===== config.mk =====
export PLATFORM = sky130hd
export DESIGN_NAME = regfile_read
export DESIGN_NICKNAME = d
export VERILOG_FILES = /design/src/rtl/mips_reg_pkg.sv /design/src/rtl/regfile_read_port.sv /design/src/rtl/regfile_read.sv
export SDC_FILE = /design/constraint.sdc
export NUM_CORES = 2
export LEC_CHECK = 0
export CAP_MARGIN = 20
export CORE_MARGIN = 3
export CORE_UTILIZATION = 30
export DETAILED_ROUTE_END_ITERATION = 10
export PLACE_DENSITY_LB_ADDON = 0.3
export SKIP_CTS_REPAIR_TIMING = 1
export SLEW_MARGIN = 0
export SYNTH_ARGS = -nofsm -noshare
export SYNTH_HDL_FRONTEND = slang
export SYNTH_HIERARCHICAL = 1
export SYNTH_SLANG_ARGS = --single-unit

===== constraint.sdc =====
create_clock -name clk -period 3.7 [get_ports clk]
set_clock_uncertainty 0.1 [all_clocks]
set_input_delay 0.37 -clock clk [delete_from_list [all_inputs] [get_ports clk]]
set_output_delay 0.37 -clock clk [all_outputs]
set_load 0.005 [all_outputs]

===== src/rtl/mips_reg_pkg.sv =====
// rtl/mips_reg_pkg.sv - register file widths and MIPS ABI register indices
//
// Purpose: default data/index widths for the register file and named
//          register indices in MIPS ABI order.
// Ports:   none (package).

package mips_reg_pkg;

    localparam int DATA_W_DEF = 32;
    localparam int ADDR_W_DEF = 5;

    typedef logic [ADDR_W_DEF-1:0] reg_idx_t;

    localparam reg_idx_t REG_ZERO = 5'd0;
    localparam reg_idx_t REG_AT   = 5'd1;
    localparam reg_idx_t REG_V0   = 5'd2;
    localparam reg_idx_t REG_V1   = 5'd3;
    localparam reg_idx_t REG_A0   = 5'd4;
    localparam reg_idx_t REG_A1   = 5'd5;
    localparam reg_idx_t REG_A2   = 5'd6;
    localparam reg_idx_t REG_A3   = 5'd7;
    localparam reg_idx_t REG_T0   = 5'd8;
    localparam reg_idx_t REG_T1   = 5'd9;
    localparam reg_idx_t REG_T2   = 5'd10;
    localparam reg_idx_t REG_T3   = 5'd11;
    localparam reg_idx_t REG_T4   = 5'd12;
    localparam reg_idx_t REG_T5   = 5'd13;
    localparam reg_idx_t REG_T6   = 5'd14;
    localparam reg_idx_t REG_T7   = 5'd15;
    localparam reg_idx_t REG_S0   = 5'd16;
    localparam reg_idx_t REG_S1   = 5'd17;
    localparam reg_idx_t REG_S2   = 5'd18;
    localparam reg_idx_t REG_S3   = 5'd19;
    localparam reg_idx_t REG_S4   = 5'd20;
    localparam reg_idx_t REG_S5   = 5'd21;
    localparam reg_idx_t REG_S6   = 5'd22;
    localparam reg_idx_t REG_S7   = 5'd23;
    localparam reg_idx_t REG_T8   = 5'd24;
    localparam reg_idx_t REG_T9   = 5'd25;
    localparam reg_idx_t REG_K0   = 5'd26;
    localparam reg_idx_t REG_K1   = 5'd27;
    localparam reg_idx_t REG_GP   = 5'd28;
    localparam reg_idx_t REG_SP   = 5'd29;
    localparam reg_idx_t REG_FP   = 5'd30;
    localparam reg_idx_t REG_RA   = 5'd31;

endpackage


===== src/rtl/regfile_read_port.sv =====
// rtl/regfile_read_port.sv - one registered read port with write-first bypass
//
// Purpose: selects one register from the flattened register array, forwards
//          same-cycle write data on an address match, and registers the
//          result with a valid strobe one cycle after the request.
// Ports:   clk, rst      - clock, synchronous active-high reset
//          re, raddr     - read request and register index
//          regs          - all registers, index 0 lowest, entry 0 is zero
//          we, waddr,
//          wdata         - write port of the same cycle, used for bypass
//          rdata, rvalid - registered read data and its valid strobe

module regfile_read_port
    import mips_reg_pkg::*;
#(
    parameter int DATA_W = DATA_W_DEF,
    parameter int ADDR_W = ADDR_W_DEF
) (
    input  logic                                 clk,
    input  logic                                 rst,
    input  logic                                 re,
    input  logic [ADDR_W-1:0]                    raddr,
    input  logic [(1<<ADDR_W)-1:0][DATA_W-1:0]   regs,
    input  logic                                 we,
    input  logic [ADDR_W-1:0]                    waddr,
    input  logic [DATA_W-1:0]                    wdata,
    output logic [DATA_W-1:0]                    rdata,
    output logic                                 rvalid
);

    logic [DATA_W-1:0] sel;

    // Bypass before the zero override: a write to index 0 must never leak
    // into a read of index 0.
    always_comb begin
        sel = regs[raddr];
        if (we && (waddr == raddr)) begin
            sel = wdata;
        end
        if (raddr == '0) begin
            sel = '0;
        end
    end

    always_ff @(posedge clk) begin
        if (rst) begin
            rdata  <= '0;
            rvalid <= 1'b0;
        end else begin
            rvalid <= re;
            if (re) begin
                rdata <= sel;
            end
        end
    end

endmodule


===== src/rtl/regfile_read.sv =====
// rtl/regfile_read.sv - 32-entry MIPS register file, one write and two read ports
//
// Purpose: holds registers 1..31 (register 0 is hard-wired to zero), decodes
//          writes, and feeds two independent registered read ports.
// Ports:   clk, rst                     - clock, synchronous active-high reset
//          we, waddr, wdata             - write strobe, index, data
//          re_a, raddr_a, rdata_a,
//          rvalid_a                     - read port A
//          re_b, raddr_b, rdata_b,
//          rvalid_b                     - read port B

module regfile_read
    import mips_reg_pkg::*;
#(
    parameter int DATA_W = DATA_W_DEF,
    parameter int ADDR_W = ADDR_W_DEF
) (
    input  logic              clk,
    input  logic              rst,
    input  logic              we,
    input  logic [ADDR_W-1:0] waddr,
    input  logic [DATA_W-1:0] wdata,
    input  logic              re_a,
    input  logic [ADDR_W-1:0] raddr_a,
    output logic [DATA_W-1:0] rdata_a,
    output logic              rvalid_a,
    input  logic              re_b,
    input  logic [ADDR_W-1:0] raddr_b,
    output logic [DATA_W-1:0] rdata_b,
    output logic              rvalid_b
);

    localparam int NREGS = 1 << ADDR_W;

    // Only entries 1..NREGS-1 are storage; entry 0 is a constant zero.
    logic [NREGS-1:1][DATA_W-1:0] store;
    logic [NREGS-1:0][DATA_W-1:0] regs;

    always_ff @(posedge clk) begin
        for (int i = 1; i < NREGS; i++) begin
            if (rst) begin
                store[i] <= '0;
            end else if (we && (waddr == ADDR_W'(i))) begin
                store[i] <= wdata;
            end
        end
    end

    assign regs = {store, {DATA_W{1'b0}}};

    regfile_read_port #(
        .DATA_W (DATA_W),
        .ADDR_W (ADDR_W)
    ) u_port_a (
        .clk    (clk),
        .rst    (rst),
        .re     (re_a),
        .raddr  (raddr_a),
        .regs   (regs),
        .we     (we),
        .waddr  (waddr),
        .wdata  (wdata),
        .rdata  (rdata_a),
        .rvalid (rvalid_a)
    );

    regfile_read_port #(
        .DATA_W (DATA_W),
        .ADDR_W (ADDR_W)
    ) u_port_b (
        .clk    (clk),
        .rst    (rst),
        .re     (re_b),
        .raddr  (raddr_b),
        .regs   (regs),
        .we     (we),
        .waddr  (waddr),
        .wdata  (wdata),
        .rdata  (rdata_b),
        .rvalid (rvalid_b)
    );

endmodule

==> impl_metrics.toml <==
# physical design summary
[status]
status = "finished, final reports clean"

[critical_path]
worst-setup-path-type = "input port to flop"
max_stage_delay_ns = 0.76
critPathSlowestCell = "buf_4"
critPathCaptureType = "flop"
cpMostUsedCell = "buf_4"
crit_chain = "dlygate4sd3_1 -> buf_8 -> buf_4 -> buf_4 -> nand2b_1 -> mux2i_1"
critPathRequiredTime_ns = 4.21
reg2reg_depth = 4
worstPathArrival_ns = 3.04
cp_top_family = "buffers and inverters"
worstPathBufferInverterCount = 4
start_kind = "input port"
path_depth = 6
path_max_fanout = 111

[final_layout]
nFillCells = 18900
nets = 5286
final_core_util_pct = 34.4
lay_top_cells = "mux2i_1 (1250), dfxtp_1 (1058), nand2b_1 (1024), mux4_2 (384), o21ai_0 (194)"

[floorplan]
ioPinCount = 118
rows = 160
fp_util_pct = 30.4
die_h_um = 446
core_um2 = 191000
dieArea_um2 = 199000

[final_timing]
min_period_ns = 2.53
setup_tns_ns = 0
maxSlewHeadroom_pct = 24.4
setup_viol = 0
setup_ws_ns = 1.17
whs_ns = 0.305
hold_viol = 0
tightestPinTransition_ns = 1.13
rsz0062_at_grt = "false"
slew_viol_final = 0
timing.fmax_mhz = 395

[logic_synthesis]
synth_cells = 5306
ys_area_um2 = 58100
syn_area_um2 = 58100
ys_cells = 5306
ys.flops = 1058
ys_warn_count = 6
syn_area_per_cell_um2 = 10.9
ys_types = 38
ys_seq_share_pct = 36.5

[power]
power_frac_comb_pct = 9.2
total_leakage_power_uw = 0.0291
p_switching_uw = 6620
p_per_area_nw_per_um2 = 390
p_clk_share_pct = 45.6
intPower_uw = 19100
switching_share_pct = 25.8
pwr-share-seq_pct = 45.1

[clock_tree]
clockBufferDepth = 3
cts_root_buffer = "clkbuf_16"
htreeDepth = 3
cts_sinks = 1058
cts-buffers-inserted = 112
cts.reportedPaths.clkPinSlew_ns = 0.06
clkLatencyLatePin_ns = 0.76
tritoncts = "built"

[grt]
grt_max_degree = 172
grt_pass1_vias = 42400
grtUsageTotal_pct = 19.9
grt_first_pass_wirelength_mm = 297
grt-ovfl-total = 0

[flow_run]
maxCapViolCount = 0
warnings = 39

[drt]
wl_per_cell_um = 25.9
drtIter0Drc = 3811
vias_per_cell = 5.45
drc_errors = 0
antenna_left = 0

[min_path]
hold_path_depth = 3
hp-class = "input port to flop"

[place]
place_hpwl_mm = 124
place_congestion = 0.818
post-place-ws_ns = 0.555
io_buffers = 117
==> registers in the layout (all words and copies together) (netlist names) <==
| signal | cells |
|---|---|
| u_port_a/rdata | 32 |
| regs | 992 |
| u_port_b/rvalid | 1 |
| u_port_b/rdata | 32 |
| u_port_a/rvalid | 1 |
==> Yosys cell counts, drive strengths merged <==
cell type  instances  area [um^2]
and4               1         8.76
and2               6         37.5
o221ai             2         17.5
or4                2         15.0
xnor2              2         17.5
a221oi           128         1120
o211ai            64          781
nor4b              1         15.0
a22oi             64          480
nor2               3         13.8
nand2b          1024         6410
a21oi            128          641
conb               1         3.75
mux4             384         8650
and4b              3         30.0
mux2i           1250        12500
nor2b              6         37.5
nand3              2         20.0
dfxtp           1058        21200
nor4               2         42.5
a211o              6         52.6
xor2               8         70.1
inv               68          255
clkbuf           281         1050
nand2            220          888
and4bb             3         37.5
o21a               2         15.0
a2111o            62          698
buf              269         1680
o21ai            256         1280
==> cells by family (layout without fill, tap and decap cells) <==
logic type | after synthesis | in the layout | synth area share [%]
AOI/OAI and AO/OA | 712 | 712 | 8.76
xor gates and xnor gates | 10 | 10 | 0.151
buffers and inverters | 618 | 576 | 5.15
DFF | 1058 | 1058 | 36.5
muxes | 1634 | 1634 | 36.4
other | 1 | 72 | 0.00646
and+or+nand+nor | 1273 | 1273 | 13.0
==> metrics by stage <==
step	instances	instance area [um^2]	power, uW
detailed placement	7630	62000	14200
floorplan	5369	58300	13300
global route	7844	65800	26500
CTS	7837	65800	25900
finish	7846	65800	25700
global placement	7629	62000	14200
==> metal layers <==
| layer | GRT usage [%] | part of all wire, % | up-vias |
|---|---|---|---|
| met1 | 27.2 | 45 | 21800 |
| li1 | - | - | 19100 |
| met2 | 31.9 | 46 | 1452 |
| met5 | 0 | 0.0064 | - |
| met4 | 6.53 | 3.6 | 2 |
| met3 | 3.11 | 5.9 | 367 |
==> cell type report <==
| class | instances | area, um^2 | area share (%) |
|---|---|---|---|
| inverter | 68 | 270 | 0.411 |
| antenna | 8 | 20.0 | 0.0304 |
| clock inverter | 39 | 415 | 0.631 |
| timing repair buffer | 301 | 3110 | 4.73 |
| clock buffer | 168 | 3350 | 5.08 |
| multi-input combinational | 3693 | 34300 | 52.2 |
| sequential | 1058 | 21200 | 32.2 |
| tap | 2511 | 3140 | 4.77 |
==> power groups by stage <==
stage / clock (uW) / sequential, uW / combinational, uW
floorplan: 0 / 11800 / 1510
global placement: 0 / 11800 / 2340
detailed placement: 0 / 11800 / 2350
CTS: 11900 / 11600 / 2360
global route: 12400 / 11600 / 2470
finish: 11700 / 11600 / 2370
==> worst reg2reg max path, delay by kind of cell, from the launching register on <==
family / cells / cell delay [ns]
AND-OR/OR-AND: 3 / 0.86
multiplexers: 1 / 0.47
flip-flops: 1 / 0.34
==> final timing paths <==
check	start	to	slack [ns]
max	rst	regs[898]$_SDFFE_PP0P_	1.17
min	wdata[9]	regs[905]$_SDFFE_PP0P_	0.31
max reg2reg	regs[163]$_SDFFE_PP0P_	u_port_a/rdata[3]$_SDFFE_PP0P_	1.83
min reg2reg	regs[917]$_SDFFE_PP0P_	regs[917]$_SDFFE_PP0P_	0.39
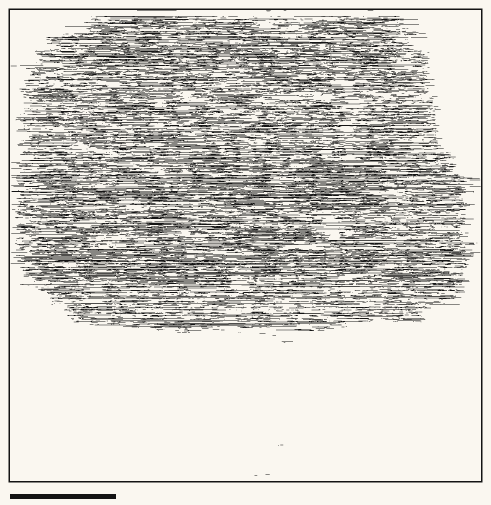
Fig. 1. Signal wires on met1.
Scale bar: 100 um.
longest straight run = 151 um
wire length on this layer = 90.6 mm
share of all routed wire = 45%
DR vias: 42700
GR Util met1: 27.2%

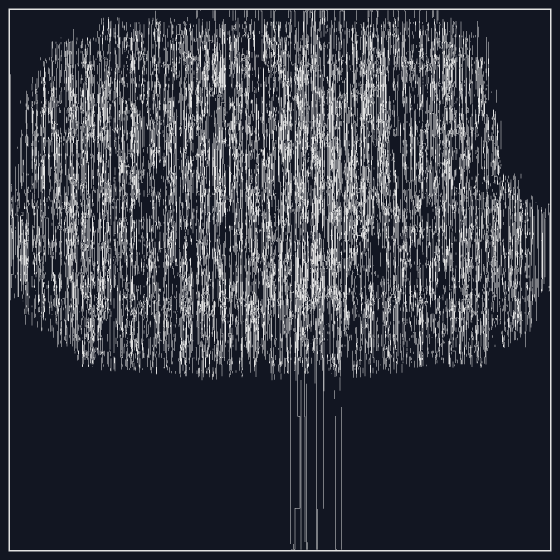
Fig. 2. Met2 routing.
longest straight run = 169 um
wire length on this layer = 93.0 mm
nets with wire on the layer = 4365
main direction = vertical

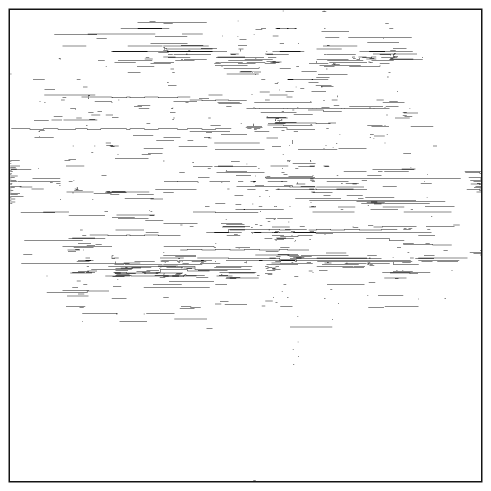
Fig. 3. Signal wires on met3.
share of all routed wire = 5.9%
nets with wire on the layer = 389
wire length on this layer = 12000 um
grt met3 use: 3.11%
Routed WL: 203 mm

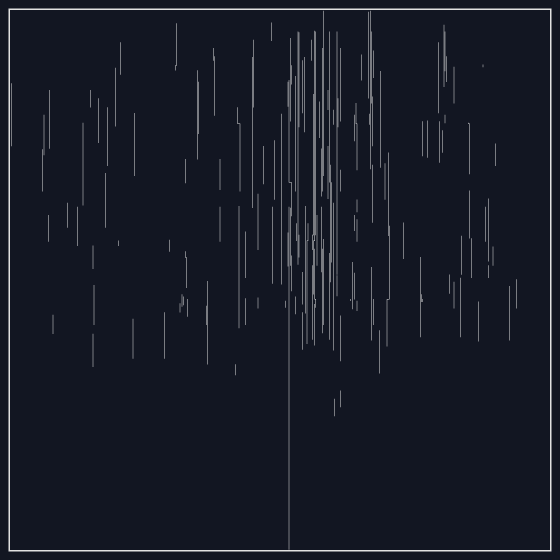
Fig. 4. Met4 routing.
share of all routed wire = 3.6%
main direction = vertical
wire length on this layer = 7390 um
nets with wire on the layer = 87
longest straight run = 283 um

Power figures rest on the tool's default switching activity, not on a simulated workload.
